### src/rtl/reflector_pkg.sv
// Shared definitions for the programmable reflector: default sizes, FSM states
// and the letter helpers used by both the table and the control logic.
package reflector_pkg;

  localparam int ALPHA_DEF = 26;
  localparam int W_DEF     = 5;

  typedef enum logic [2:0] {
    ST_IDLE,
    ST_LOAD,
    ST_CHECK,
    ST_APPLY,
    ST_FAIL
  } state_t;

  // Half-alphabet rotation: the wiring the reflector powers up with.
  function automatic int default_map(input int i, input int alpha);
    return (i <= alpha / 2) ? i + alpha / 2 : i - alpha / 2;
  endfunction

  function automatic logic in_range(input int x, input int alpha);
    return (x >= 1) && (x <= alpha);
  endfunction

endpackage

### src/rtl/reflector_prog_if.sv
// Letter path and configuration port of the reflector, grouped as one bundle.
// Handshake: a letter or pair transfers on any cycle its valid is high (no ready).
interface reflector_prog_if #(parameter int W = reflector_pkg::W_DEF);

  logic         in_valid;
  logic [W-1:0] in_letter;
  logic         out_valid;
  logic [W-1:0] out_letter;
  logic         out_err;
  logic         cfg_start;
  logic         cfg_valid;
  logic [W-1:0] cfg_a;
  logic [W-1:0] cfg_b;
  logic         cfg_commit;
  logic         cfg_busy;
  logic         cfg_ok;
  logic         cfg_fail;

  modport master (
    output in_valid, in_letter, cfg_start, cfg_valid, cfg_a, cfg_b, cfg_commit,
    input  out_valid, out_letter, out_err, cfg_busy, cfg_ok, cfg_fail
  );

  modport slave (
    input  in_valid, in_letter, cfg_start, cfg_valid, cfg_a, cfg_b, cfg_commit,
    output out_valid, out_letter, out_err, cfg_busy, cfg_ok, cfg_fail
  );

endinterface

### src/rtl/reflector_table.sv
// Active and shadow wiring tables. Out-of-range addresses read back as 0 so the
// checker sees a missing partner rather than an arbitrary entry.
module reflector_table
  import reflector_pkg::*;
#(
  parameter int ALPHA = ALPHA_DEF,
  parameter int W     = W_DEF
) (
  input  logic         clk,
  input  logic         rst,
  input  logic [W-1:0] i_rd_addr,
  output logic [W-1:0] o_rd_data,
  input  logic [W-1:0] i_chk_addr,
  output logic [W-1:0] o_chk_data,
  output logic [W-1:0] o_chk_back,
  input  logic         i_clr,
  input  logic         i_wr,
  input  logic [W-1:0] i_wr_a,
  input  logic [W-1:0] i_wr_b,
  input  logic         i_copy
);

  logic [W-1:0] r_act [1:ALPHA];
  logic [W-1:0] r_shd [1:ALPHA];

  always_ff @(posedge clk) begin
    if (rst) begin
      for (int i = 1; i <= ALPHA; i++) begin
        r_act[i] <= W'(default_map(i, ALPHA));
        r_shd[i] <= '0;
      end
    end else begin
      if (i_copy) begin
        for (int i = 1; i <= ALPHA; i++) r_act[i] <= r_shd[i];
      end
      if (i_clr) begin
        for (int i = 1; i <= ALPHA; i++) r_shd[i] <= '0;
      end else if (i_wr) begin
        r_shd[i_wr_a] <= i_wr_b;
        r_shd[i_wr_b] <= i_wr_a;
      end
    end
  end

  assign o_rd_data  = in_range(int'(i_rd_addr), ALPHA)  ? r_act[i_rd_addr]  : '0;
  assign o_chk_data = in_range(int'(i_chk_addr), ALPHA) ? r_shd[i_chk_addr] : '0;
  // Partner's partner, needed to confirm the wiring is an involution.
  assign o_chk_back = in_range(int'(o_chk_data), ALPHA) ? r_shd[o_chk_data] : '0;

endmodule

### src/rtl/reflector_prog.sv
// Programmable reflector: registered letter translation through the active table,
// plus a load/check/apply FSM that swaps in a new wiring without stalling letters.
module reflector_prog
  import reflector_pkg::*;
#(
  parameter int ALPHA = ALPHA_DEF,
  parameter int W     = W_DEF
) (
  input  logic             clk,
  input  logic             rst,
  reflector_prog_if.slave  bus,
  output state_t           o_dbg_state
);

  state_t       r_state, w_next;
  logic [W-1:0] r_idx, w_idx_next;
  logic         r_bad, w_bad_set, w_bad_clr;
  logic         w_clr, w_wr, w_copy;
  logic [W-1:0] w_act_rd, w_chk_d, w_chk_back;
  logic         w_in_ok, w_pair_ok, w_entry_fail;
  logic         r_out_valid, r_out_err, r_ok, r_fail;
  logic [W-1:0] r_out_letter;

  reflector_table #(.ALPHA(ALPHA), .W(W)) u_table (
    .clk        (clk),
    .rst        (rst),
    .i_rd_addr  (bus.in_letter),
    .o_rd_data  (w_act_rd),
    .i_chk_addr (r_idx),
    .o_chk_data (w_chk_d),
    .o_chk_back (w_chk_back),
    .i_clr      (w_clr),
    .i_wr       (w_wr),
    .i_wr_a     (bus.cfg_a),
    .i_wr_b     (bus.cfg_b),
    .i_copy     (w_copy)
  );

  assign w_in_ok      = in_range(int'(bus.in_letter), ALPHA);
  assign w_pair_ok    = in_range(int'(bus.cfg_a), ALPHA) && in_range(int'(bus.cfg_b), ALPHA)
                        && (bus.cfg_a != bus.cfg_b);
  assign w_entry_fail = (w_chk_d == '0) || (w_chk_d == r_idx) || (w_chk_back != r_idx);

  always_comb begin
    w_next     = r_state;
    w_idx_next = r_idx;
    w_bad_set  = 1'b0;
    w_bad_clr  = 1'b0;
    w_clr      = 1'b0;
    w_wr       = 1'b0;
    w_copy     = 1'b0;
    unique case (r_state)
      ST_IDLE: begin
        if (bus.cfg_start) begin
          w_clr     = 1'b1;
          w_bad_clr = 1'b1;
          w_next    = ST_LOAD;
        end
      end
      ST_LOAD: begin
        if (bus.cfg_valid) begin
          w_wr      = w_pair_ok;
          w_bad_set = !w_pair_ok;
        end
        if (bus.cfg_commit) begin
          w_next     = ST_CHECK;
          w_idx_next = W'(1);
        end
      end
      ST_CHECK: begin
        w_bad_set = w_entry_fail;
        // The last entry's verdict is folded in directly; r_bad lags by a cycle.
        if (r_idx == W'(ALPHA)) begin
          w_next = (r_bad || w_entry_fail) ? ST_FAIL : ST_APPLY;
        end else begin
          w_idx_next = r_idx + W'(1);
        end
      end
      ST_APPLY: begin
        w_copy = 1'b1;
        w_next = ST_IDLE;
      end
      ST_FAIL: w_next = ST_IDLE;
      default: w_next = ST_IDLE;
    endcase
  end

  always_ff @(posedge clk) begin
    if (rst) begin
      r_state      <= ST_IDLE;
      r_idx        <= '0;
      r_bad        <= 1'b0;
      r_ok         <= 1'b0;
      r_fail       <= 1'b0;
      r_out_valid  <= 1'b0;
      r_out_letter <= '0;
      r_out_err    <= 1'b0;
    end else begin
      r_state <= w_next;
      r_idx   <= w_idx_next;
      if (w_bad_clr)      r_bad <= 1'b0;
      else if (w_bad_set) r_bad <= 1'b1;
      r_ok        <= (r_state == ST_APPLY);
      r_fail      <= (r_state == ST_FAIL);
      r_out_valid <= bus.in_valid;
      if (bus.in_valid) begin
        r_out_letter <= w_in_ok ? w_act_rd : '0;
        r_out_err    <= !w_in_ok;
      end
    end
  end

  assign bus.out_valid  = r_out_valid;
  assign bus.out_letter = r_out_letter;
  assign bus.out_err    = r_out_err;
  assign bus.cfg_busy   = (r_state != ST_IDLE);
  assign bus.cfg_ok     = r_ok;
  assign bus.cfg_fail   = r_fail;
  assign o_dbg_state    = r_state;

endmodule

### src/flat_wrapper.sv
// flat-port wrapper written by rule: the top's interface ports become plain ports
module reflector_prog_flat import reflector_pkg::*;
#(
  parameter int ALPHA = ALPHA_DEF,
  parameter int W     = W_DEF
)
  (clk, rst, o_dbg_state, bus_in_valid, bus_in_letter, bus_cfg_start, bus_cfg_valid, bus_cfg_a, bus_cfg_b, bus_cfg_commit, bus_out_valid, bus_out_letter, bus_out_err, bus_cfg_busy, bus_cfg_ok, bus_cfg_fail);
  reflector_prog_if #(.W(W)) bus_i ();
  input  logic clk;
  input  logic rst;
  output state_t o_dbg_state;
  input wire logic [$bits(bus_i.in_valid)-1:0] bus_in_valid;
  input wire logic [$bits(bus_i.in_letter)-1:0] bus_in_letter;
  input wire logic [$bits(bus_i.cfg_start)-1:0] bus_cfg_start;
  input wire logic [$bits(bus_i.cfg_valid)-1:0] bus_cfg_valid;
  input wire logic [$bits(bus_i.cfg_a)-1:0] bus_cfg_a;
  input wire logic [$bits(bus_i.cfg_b)-1:0] bus_cfg_b;
  input wire logic [$bits(bus_i.cfg_commit)-1:0] bus_cfg_commit;
  output wire logic [$bits(bus_i.out_valid)-1:0] bus_out_valid;
  output wire logic [$bits(bus_i.out_letter)-1:0] bus_out_letter;
  output wire logic [$bits(bus_i.out_err)-1:0] bus_out_err;
  output wire logic [$bits(bus_i.cfg_busy)-1:0] bus_cfg_busy;
  output wire logic [$bits(bus_i.cfg_ok)-1:0] bus_cfg_ok;
  output wire logic [$bits(bus_i.cfg_fail)-1:0] bus_cfg_fail;
  assign bus_i.in_valid = bus_in_valid;
  assign bus_i.in_letter = bus_in_letter;
  assign bus_i.cfg_start = bus_cfg_start;
  assign bus_i.cfg_valid = bus_cfg_valid;
  assign bus_i.cfg_a = bus_cfg_a;
  assign bus_i.cfg_b = bus_cfg_b;
  assign bus_i.cfg_commit = bus_cfg_commit;
  assign bus_out_valid = bus_i.out_valid;
  assign bus_out_letter = bus_i.out_letter;
  assign bus_out_err = bus_i.out_err;
  assign bus_cfg_busy = bus_i.cfg_busy;
  assign bus_cfg_ok = bus_i.cfg_ok;
  assign bus_cfg_fail = bus_i.cfg_fail;
  reflector_prog #(.ALPHA(ALPHA), .W(W)) u_core (.clk(clk), .rst(rst), .bus(bus_i), .o_dbg_state(o_dbg_state));
endmodule
### config.mk
export PLATFORM = sky130hd
export DESIGN_NAME = reflector_prog_flat
export DESIGN_NICKNAME = d
export VERILOG_FILES = /design/src/rtl/reflector_pkg.sv /design/src/rtl/reflector_prog_if.sv /design/src/rtl/reflector_table.sv /design/src/rtl/reflector_prog.sv /design/src/flat_wrapper.sv
export SDC_FILE = /design/constraint.sdc
export NUM_CORES = 1
export LEC_CHECK = 0
export CAP_MARGIN = 20
export CORE_ASPECT_RATIO = 0.7
export CORE_UTILIZATION = 68
export CTS_CLUSTER_SIZE = 16
export DETAILED_ROUTE_END_ITERATION = 6
export PLACE_DENSITY = 0.86
export REMOVE_ABC_BUFFERS = 1
export SLEW_MARGIN = 5
export SYNTH_ARGS = -nofsm -noshare
export SYNTH_HDL_FRONTEND = slang
export SYNTH_HIERARCHICAL = 1
export SYNTH_SLANG_ARGS = --single-unit
### constraint.sdc
create_clock -name clk -period 6.32 [get_ports clk]
set_clock_uncertainty 0.1 [all_clocks]
set_input_delay 1.58 -clock clk [delete_from_list [all_inputs] [get_ports clk]]
set_output_delay 1.58 -clock clk [all_outputs]
set_load 0.005 [all_outputs]
Fig. 1: run 1, met3 routing
(2 px per um)
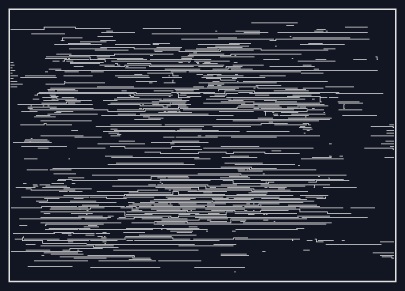
- share of all routed wire: 18%
- nets with wire on the layer: 319
- wire length on this layer: 10,000 um
- main direction: horizontal

Fig. 2: run 1, clock network drawn from the DEF
(2 px per um)
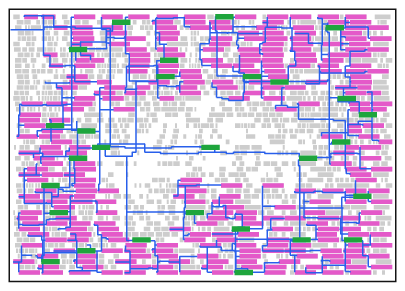
- clock drivers: green (count 28)
- flip-flops: magenta (count 308)
- clock wires: blue (length 3,350 um)
- flops lie: widely spread

Fig. 3: run 1, gate families picked out
(1.5 px per um)
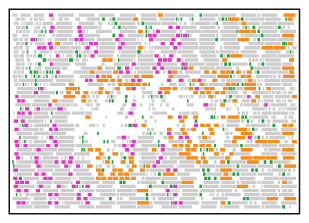
- AND-OR and OR-AND gates: magenta (cells 164)
- multiplexers: orange (cells 189)
- NAND gates: green (cells 175; where widely spread)

==> impl_metrics.csv, run 1 <==
group,metric,value,unit
layout,clkCellAreaFrac,4.81,%
worst_setup_path,ff2ff_path_depth,16,
logic_synthesis,synth-edff-count,290,
layout,seq_cell_count,308,
worst_setup_path,cp-endpoint,"u_core/o_dbg_state[1]",
power_and_ir_drop,p_seq,0.00277,W
worst_setup_path,ff2ff_setup_slack,0.74,ns
layout,sh_seq_area,48.6,%
logic_synthesis,top_logic_kind,"simple AND/OR/NAND/NOR gates",
worst_setup_path,arrival,5.95,ns
logic_synthesis,ys_types,82,
layout,final_cells,1754,
placement,post_dp_cell_area,17800,um2
layout,n_fill_cell,1586,
routing,first_pass_iters,7,
sta,fin_crit_sh,88.3,%
sta,setup_viol,0,
floorplanning,io_pins,34,
power_and_ir_drop,comb_cell_power,0.00122,W
power_and_ir_drop,finalPower,0.00568,W
layout,fin_area,18700,um2
layout,largest_reg_flops,160,
sta,holdWs,0.386,ns
sta,worstMarginPinSlew,1.01,ns
grt,busiest_layer,"met1",
clock_tree,htree_levels,1,
placement,port_buffers,33,
sta,relSlewSlack,32.8,%
routing,antenna_left,0,
grt,grt_usage,43.8,%
run,warnings,29,
worst_setup_path,path_depth,16,
layout,regMostFlops,"u_core/u_table/r_shd",
worst_setup_path,cp.buffers_inverters,3,
worst_setup_path,path_max_fanout,25,
layout,fin_nets,1428,
layout,layout_top_cell,"edfxtp_1",
sta,hold_viol,0,
logic_synthesis,yosysSeqAreaShare,52.5,%
layout,final_layout_size_suffix_gt1_share,12.1,%
layout,syn_to_final_growth,8.15,%
logic_synthesis,mux_share,14.3,%
worst_setup_path,crit_path_end_kind,"flip-flop",
worst_setup_path,criticalPathCategory,"flip-flop to flip-flop",
power_and_ir_drop,clockPowerShare,29.9,%
power_and_ir_drop,pg_clk,0.00170,W
layout,comb_share,40.5,%
placement,place_hpwl,39.8,mm
routing,vias_per_cell,7.47,
power_and_ir_drop,p_sw,0.00177,W
logic_synthesis,ys_chip_area,17300,um2
clock_tree,clk_latency,0.57,ns
layout,antennaDiodeCount,4,
logic_synthesis,async_flop_share,0,%
routing,wl_per_cell,32.5,um
floorplanning,tap_cells,325,
worst_setup_path,cp_cell_sequence,"buf_4 > mux2i_1 > a31oi_1 > nand4_1 > a31oi_4 > buf_4 > inv_1 > nor3b_1 > nand2_1 > a221oi_1 > nor4_2 > xor2_1 > a2111o_1 > a211oi_2 > o21ai_2 > a2111oi_2",
placement,dp_cells,1700,
routing,routed.top_layer,"met5",
clock_tree,clockBufferDepth,3,
logic_synthesis,xor_share,0.913,%
power_and_ir_drop,pwr-share-seq,48.7,%
logic_synthesis,ys_sh_adder,0.145,%
floorplanning,coreArea,24800,um2
routing,met1Wirelength,22.2,mm
floorplanning,row_count,48,
clock_tree,cts_sinks,308,
layout,final_layout_top_logic_cells,"290 x edfxtp_1, 134 x mux2i_1, 131 x a22o_1, 108 x nor2_1, 77 x nand2_1",
clock_tree,path_clk_slew,0.07,ns
status,status,"finished, violations left",
placement,gp_congestion,1.04,
grt,use_met3,19.6,%
worst_setup_path,critPathLaunchType,"flip-flop",
run,maxCapViolations,0,
floorplanning,fp-utilization,69.6,%
sta,rsz0062_at_grt,"no",
sta,period_needed,5.58,ns
layout,multi_input_comb_cells,981,
sta,clock.fmax,179,MHz
grt,met1_usage,63.4,%
hold_path,hold-path-endpoint,"u_core/bus.out_err",
routing,dr_total_vias,13101,
power_and_ir_drop,top_power_group,"sequential cells",
power_and_ir_drop,power.density,304,nW/um2
logic_synthesis,yosysWarnings,6,
status,violations,"DRC",
logic_synthesis,flop_cell,"edfxtp_1",
worst_setup_path,worstPathRequired,6.69,ns
grt,grt_max_degree,131,
layout,final_core_util,75.3,%
clock_tree,cts_inserted_buffers,28,
placement,dp_slack,0.872,ns
power_and_ir_drop,combPwrFrac,21.5,%
grt,grt_pass1_wl,80.2,mm
power_and_ir_drop,power.internal,0.00392,W
routing,wl_met3,10.0,mm
layout,buf_share,3.63,%
clock_tree,cts_tree,"done",
floorplanning,die_area,26000,um2
worst_setup_path,r2r_end,"u_core/o_dbg_state[1]",
power_and_ir_drop,swShare,31.1,%
grt,antenna_found_initial,0,
hold_path,hp-class,"flip-flop to flip-flop",
logic_synthesis,ys.flops,308,
routing,drc,11,
sta,fin_setup_tns,0,ns
layout,nClkBuffers,35,
worst_setup_path,cp-startpoint,"u_core/r_idx[0]",
layout,n_all_inverters,11,
logic_synthesis,top_cell,"edfxtp_1",
grt,grtUsageMet2,59.1,%
power_and_ir_drop,peakVddDrop,0.226,mV
sta,slew_violations,0,
routing,drt-initial-drc-count,2178,
logic_synthesis,synth_area,17300,um2
routing,wirelength,57.0,mm
worst_setup_path,cp_slowest_cell,"a31oi_4",
hold_path,hold_depth,2,
clock_tree,cts.repair.resized,0,
logic_synthesis,synth.top_cell.area_share,50.4,%
grt,overflow,0,
logic_synthesis,largest_area_cell,"edfxtp_1",
hold_path,hp-start,"u_core/bus.out_err",
worst_setup_path,crit_family,"AND-OR/OR-AND gates",
logic_synthesis,area_leaders,"edfxtp_1 50%, mux2i_1 7.8%, a22o_1 6.6%",
logic_synthesis,synthTopCellsByCount,"290 x edfxtp_1, 134 x mux2i_1, 131 x a22o_1, 108 x nor2_1, 77 x nand2_1",
Fig. 4: run 1, metal layers overlaid
(1.5 px per um)
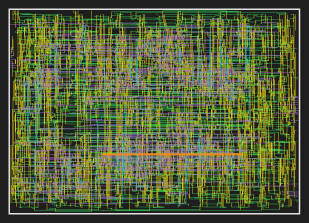

==> run 1 -> run 2 <==
--- a/config.mk
+++ b/config.mk
@@ -6,11 +6,13 @@
 export NUM_CORES = 1
 export LEC_CHECK = 0
 export CAP_MARGIN = 20
+export CELL_PAD_IN_SITES_DETAIL_PLACEMENT = 0
+export CELL_PAD_IN_SITES_GLOBAL_PLACEMENT = 2
 export CORE_ASPECT_RATIO = 0.7
-export CORE_UTILIZATION = 68
+export CORE_UTILIZATION = 48
 export CTS_CLUSTER_SIZE = 16
 export DETAILED_ROUTE_END_ITERATION = 6
-export PLACE_DENSITY = 0.86
+export PLACE_DENSITY_LB_ADDON = 0.1
 export REMOVE_ABC_BUFFERS = 1
 export SLEW_MARGIN = 5
 export SYNTH_ARGS = -nofsm -noshare
==> constraint.sdc (replaced) <==
create_clock -name clk -period 7 [get_ports clk]
set_clock_uncertainty 0.1 [all_clocks]
set_input_delay 1.75 -clock clk [delete_from_list [all_inputs] [get_ports clk]]
set_output_delay 1.75 -clock clk [all_outputs]
set_load 0.005 [all_outputs]
Fig. 5: run 2, metal layers overlaid
(1 px per um)
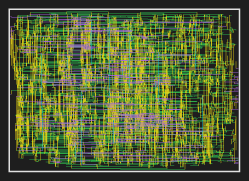
- metal 2: yellow (wire length 23.4 mm)
- metal 4: cyan (wire length 662 um)
- metal 1: green (wire length 28.2 mm)
- metal 3: purple (wire length 7,080 um)

Fig. 6: run 2, met3 routing
(2 px per um)
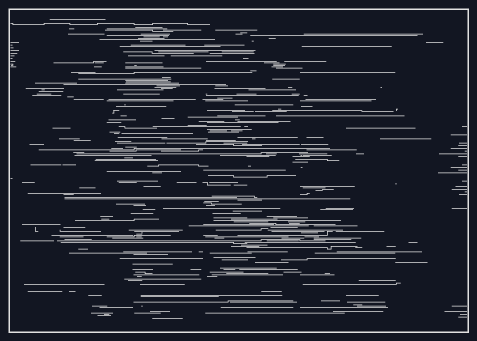
- nets with wire on the layer: 237
- longest straight run: 143 um
- wire length on this layer: 7,080 um
- share of all routed wire: 12%
- main direction: horizontal

==> impl_metrics.csv, run 2 <==
group,metric,value,unit
worst_setup_path,cp-endpoint,"u_core/o_dbg_state[1]",
worst_setup_path,criticalPathCategory,"flip-flop to flip-flop",
logic_synthesis,ys_sh_adder,0.145,%
clock_tree,cts.repair.resized,0,
worst_setup_path,path_max_fanout,27,
grt,grtUsageMet2,42.2,%
logic_synthesis,mux_share,14.3,%
logic_synthesis,synthTopCellsByCount,"290 x edfxtp_1, 134 x mux2i_1, 131 x a22o_1, 108 x nor2_1, 77 x nand2_1",
routing,drc,0,
floorplanning,die_h,161,um
layout,final_core_util,53.5,%
grt,overflow,0,
status,status,"finished clean",
clock_tree,cts_sinks,308,
power_and_ir_drop,peakVddDrop,0.213,mV
layout,largest_reg_flops,160,
grt,busiest_layer,"met1",
layout,n_fill_cell,3035,
logic_synthesis,xor_share,0.913,%
logic_synthesis,ys_chip_area,17300,um2
worst_setup_path,cp-startpoint,"u_core/r_idx[1]",
worst_setup_path,arrival,6.25,ns
hold_path,hold_depth,2,
sta,worstMarginPinSlew,1.32,ns
layout,clkCellAreaFrac,4.96,%
grt,met1_usage,54.4,%
floorplanning,die_area,36700,um2
sta,clock.fmax,170,MHz
power_and_ir_drop,power.density,274,nW/um2
logic_synthesis,area_leaders,"edfxtp_1 50%, mux2i_1 7.8%, a22o_1 6.6%",
layout,final_layout_top_logic_cells,"290 x edfxtp_1, 134 x mux2i_1, 131 x a22o_1, 108 x nor2_1, 77 x nand2_1",
clock_tree,post_cts_buffers,0,
layout,nClkBuffers,43,
power_and_ir_drop,pwr-share-seq,49.2,%
power_and_ir_drop,combPwrFrac,20.6,%
layout,regMostFlops,"u_core/u_table/r_shd",
layout,final_cells,1896,
worst_setup_path,worstPathRequired,7.37,ns
logic_synthesis,yosysSeqAreaShare,52.5,%
routing,dr_total_vias,12541,
logic_synthesis,syn_inst,1413,
grt,use_met3,6.59,%
layout,seq_area,9070,um2
routing,first_pass_iters,5,
clock_tree,clk_latency,0.59,ns
layout,syn_to_final_growth,8.64,%
worst_setup_path,cp_slowest_stage_delay,0.92,ns
logic_synthesis,synth_area,17300,um2
worst_setup_path,crit_path_end_kind,"flip-flop",
routing,wl_per_cell,31.3,um
placement,place_hpwl,42.9,mm
power_and_ir_drop,p_seq,0.00253,W
worst_setup_path,cp_cell_sequence,"and2_0 > o21ai_0 > a32oi_2 > o211ai_4 > nor2_2 > nand2_1 > nand2_1 > a221oi_1 > nor4_2 > xor2_1 > a2111o_1 > a211oi_2 > o21ai_2 > a2111oi_2",
grt,grt_max_degree,80,
logic_synthesis,largest_area_cell,"edfxtp_1",
logic_synthesis,synth.top_cell.area_share,50.4,%
logic_synthesis,ys.flops,308,
floorplanning,row_count,57,
logic_synthesis,top_cell,"edfxtp_1",
routing,met1Wirelength,28.2,mm
logic_synthesis,ys_types,82,
sta,fin_crit_sh,84.1,%
sta,setup_viol,0,
placement,port_buffers,33,
worst_setup_path,cp.buffers_inverters,0,
layout,final_layout_size_suffix_gt1_share,12.2,%
layout,sh_seq_area,48.4,%
layout,seq_cell_count,308,
clock_tree,cts_inserted_buffers,31,
power_and_ir_drop,power.internal,0.00352,W
layout,fin_area,18800,um2
power_and_ir_drop,comb_cell_power,0.00106,W
logic_synthesis,async_flop_share,0,%
floorplanning,io_pins,34,
worst_setup_path,r2r_end,"u_core/o_dbg_state[1]",
routing,wl_met3,7.08,mm
clock_tree,htree_levels,1,
placement,post_dp_cell_area,17800,um2
grt,grt_pass1_wl,84.7,mm
floorplanning,tap_cells,472,
layout,layout_top_cell,"edfxtp_1",
power_and_ir_drop,clockPowerShare,30.2,%
power_and_ir_drop,pg_clk,0.00155,W
sta,slew_violations,0,
layout,antennaDiodeCount,1,
sta,period_needed,5.89,ns
run,warnings,26,
logic_synthesis,synth-edff-count,290,
routing,routed.top_layer,"met4",
layout,fin_nets,1421,
routing,vias_per_cell,6.61,
grt,grt_usage,32.2,%
layout,n_all_inverters,11,
hold_path,hold-path-endpoint,"u_core/bus.out_err",
logic_synthesis,yosysWarnings,6,
layout,comb_share,40.4,%
run,maxCapViolations,0,
placement,dp_cells,1837,
clock_tree,cts_tree,"done",
floorplanning,fp-utilization,49.2,%
sta,fin_setup_tns,0,ns
floorplanning,coreArea,35100,um2
worst_setup_path,ff2ff_path_depth,14,
worst_setup_path,path_depth,14,
worst_setup_path,ff2ff_setup_slack,1.11,ns
hold_path,hp-start,"u_core/bus.out_err",
logic_synthesis,flop_cell,"edfxtp_1",
worst_setup_path,critPathLaunchType,"flip-flop",
layout,buf_share,2.95,%
sta,relSlewSlack,12.0,%
placement,dp_slack,1.14,ns
logic_synthesis,simple_gate_area_share,14.3,%
sta,rsz0062_at_grt,"no",
routing,wirelength,59.3,mm
clock_tree,path_clk_slew,0.06,ns
placement,gp_congestion,0.936,
power_and_ir_drop,p_leak,6.12,nW
power_and_ir_drop,p_sw,0.00162,W
hold_path,hp-class,"flip-flop to flip-flop",
routing,drt-initial-drc-count,1704,
power_and_ir_drop,swShare,31.6,%
logic_synthesis,top_logic_kind,"simple AND/OR/NAND/NOR gates",
worst_setup_path,crit_family,"simple AND/OR/NAND/NOR gates",
power_and_ir_drop,finalPower,0.00514,W
grt,antenna_found_initial,2,
logic_synthesis,avgSynthCellArea,12.2,um2
grt,grt_pass1_vias,11355,
layout,multi_input_comb_cells,981,
power_and_ir_drop,top_power_group,"sequential cells",
sta,hold_viol,0,
worst_setup_path,cp_slowest_cell,"nor2_2",
routing,antenna_left,0,
clock_tree,clockBufferDepth,3,
sta,holdWs,0.380,ns
Fig. 7: run 2, clock network drawn from the DEF
(2 px per um)
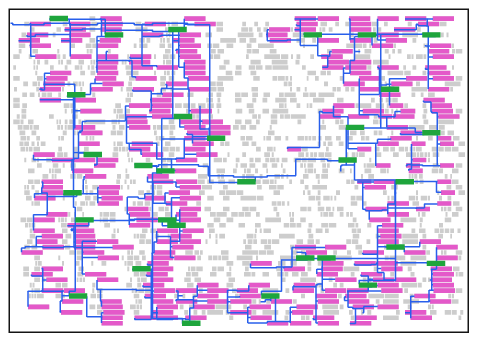
- flip-flops: magenta (count 308)
- clock wires: blue (length 3,610 um)
- clock drivers: green (count 31)
- flops lie: widely spread
- routed clock nets: 32

Power figures rest on the tool's default switching activity, not on a simulated workload.
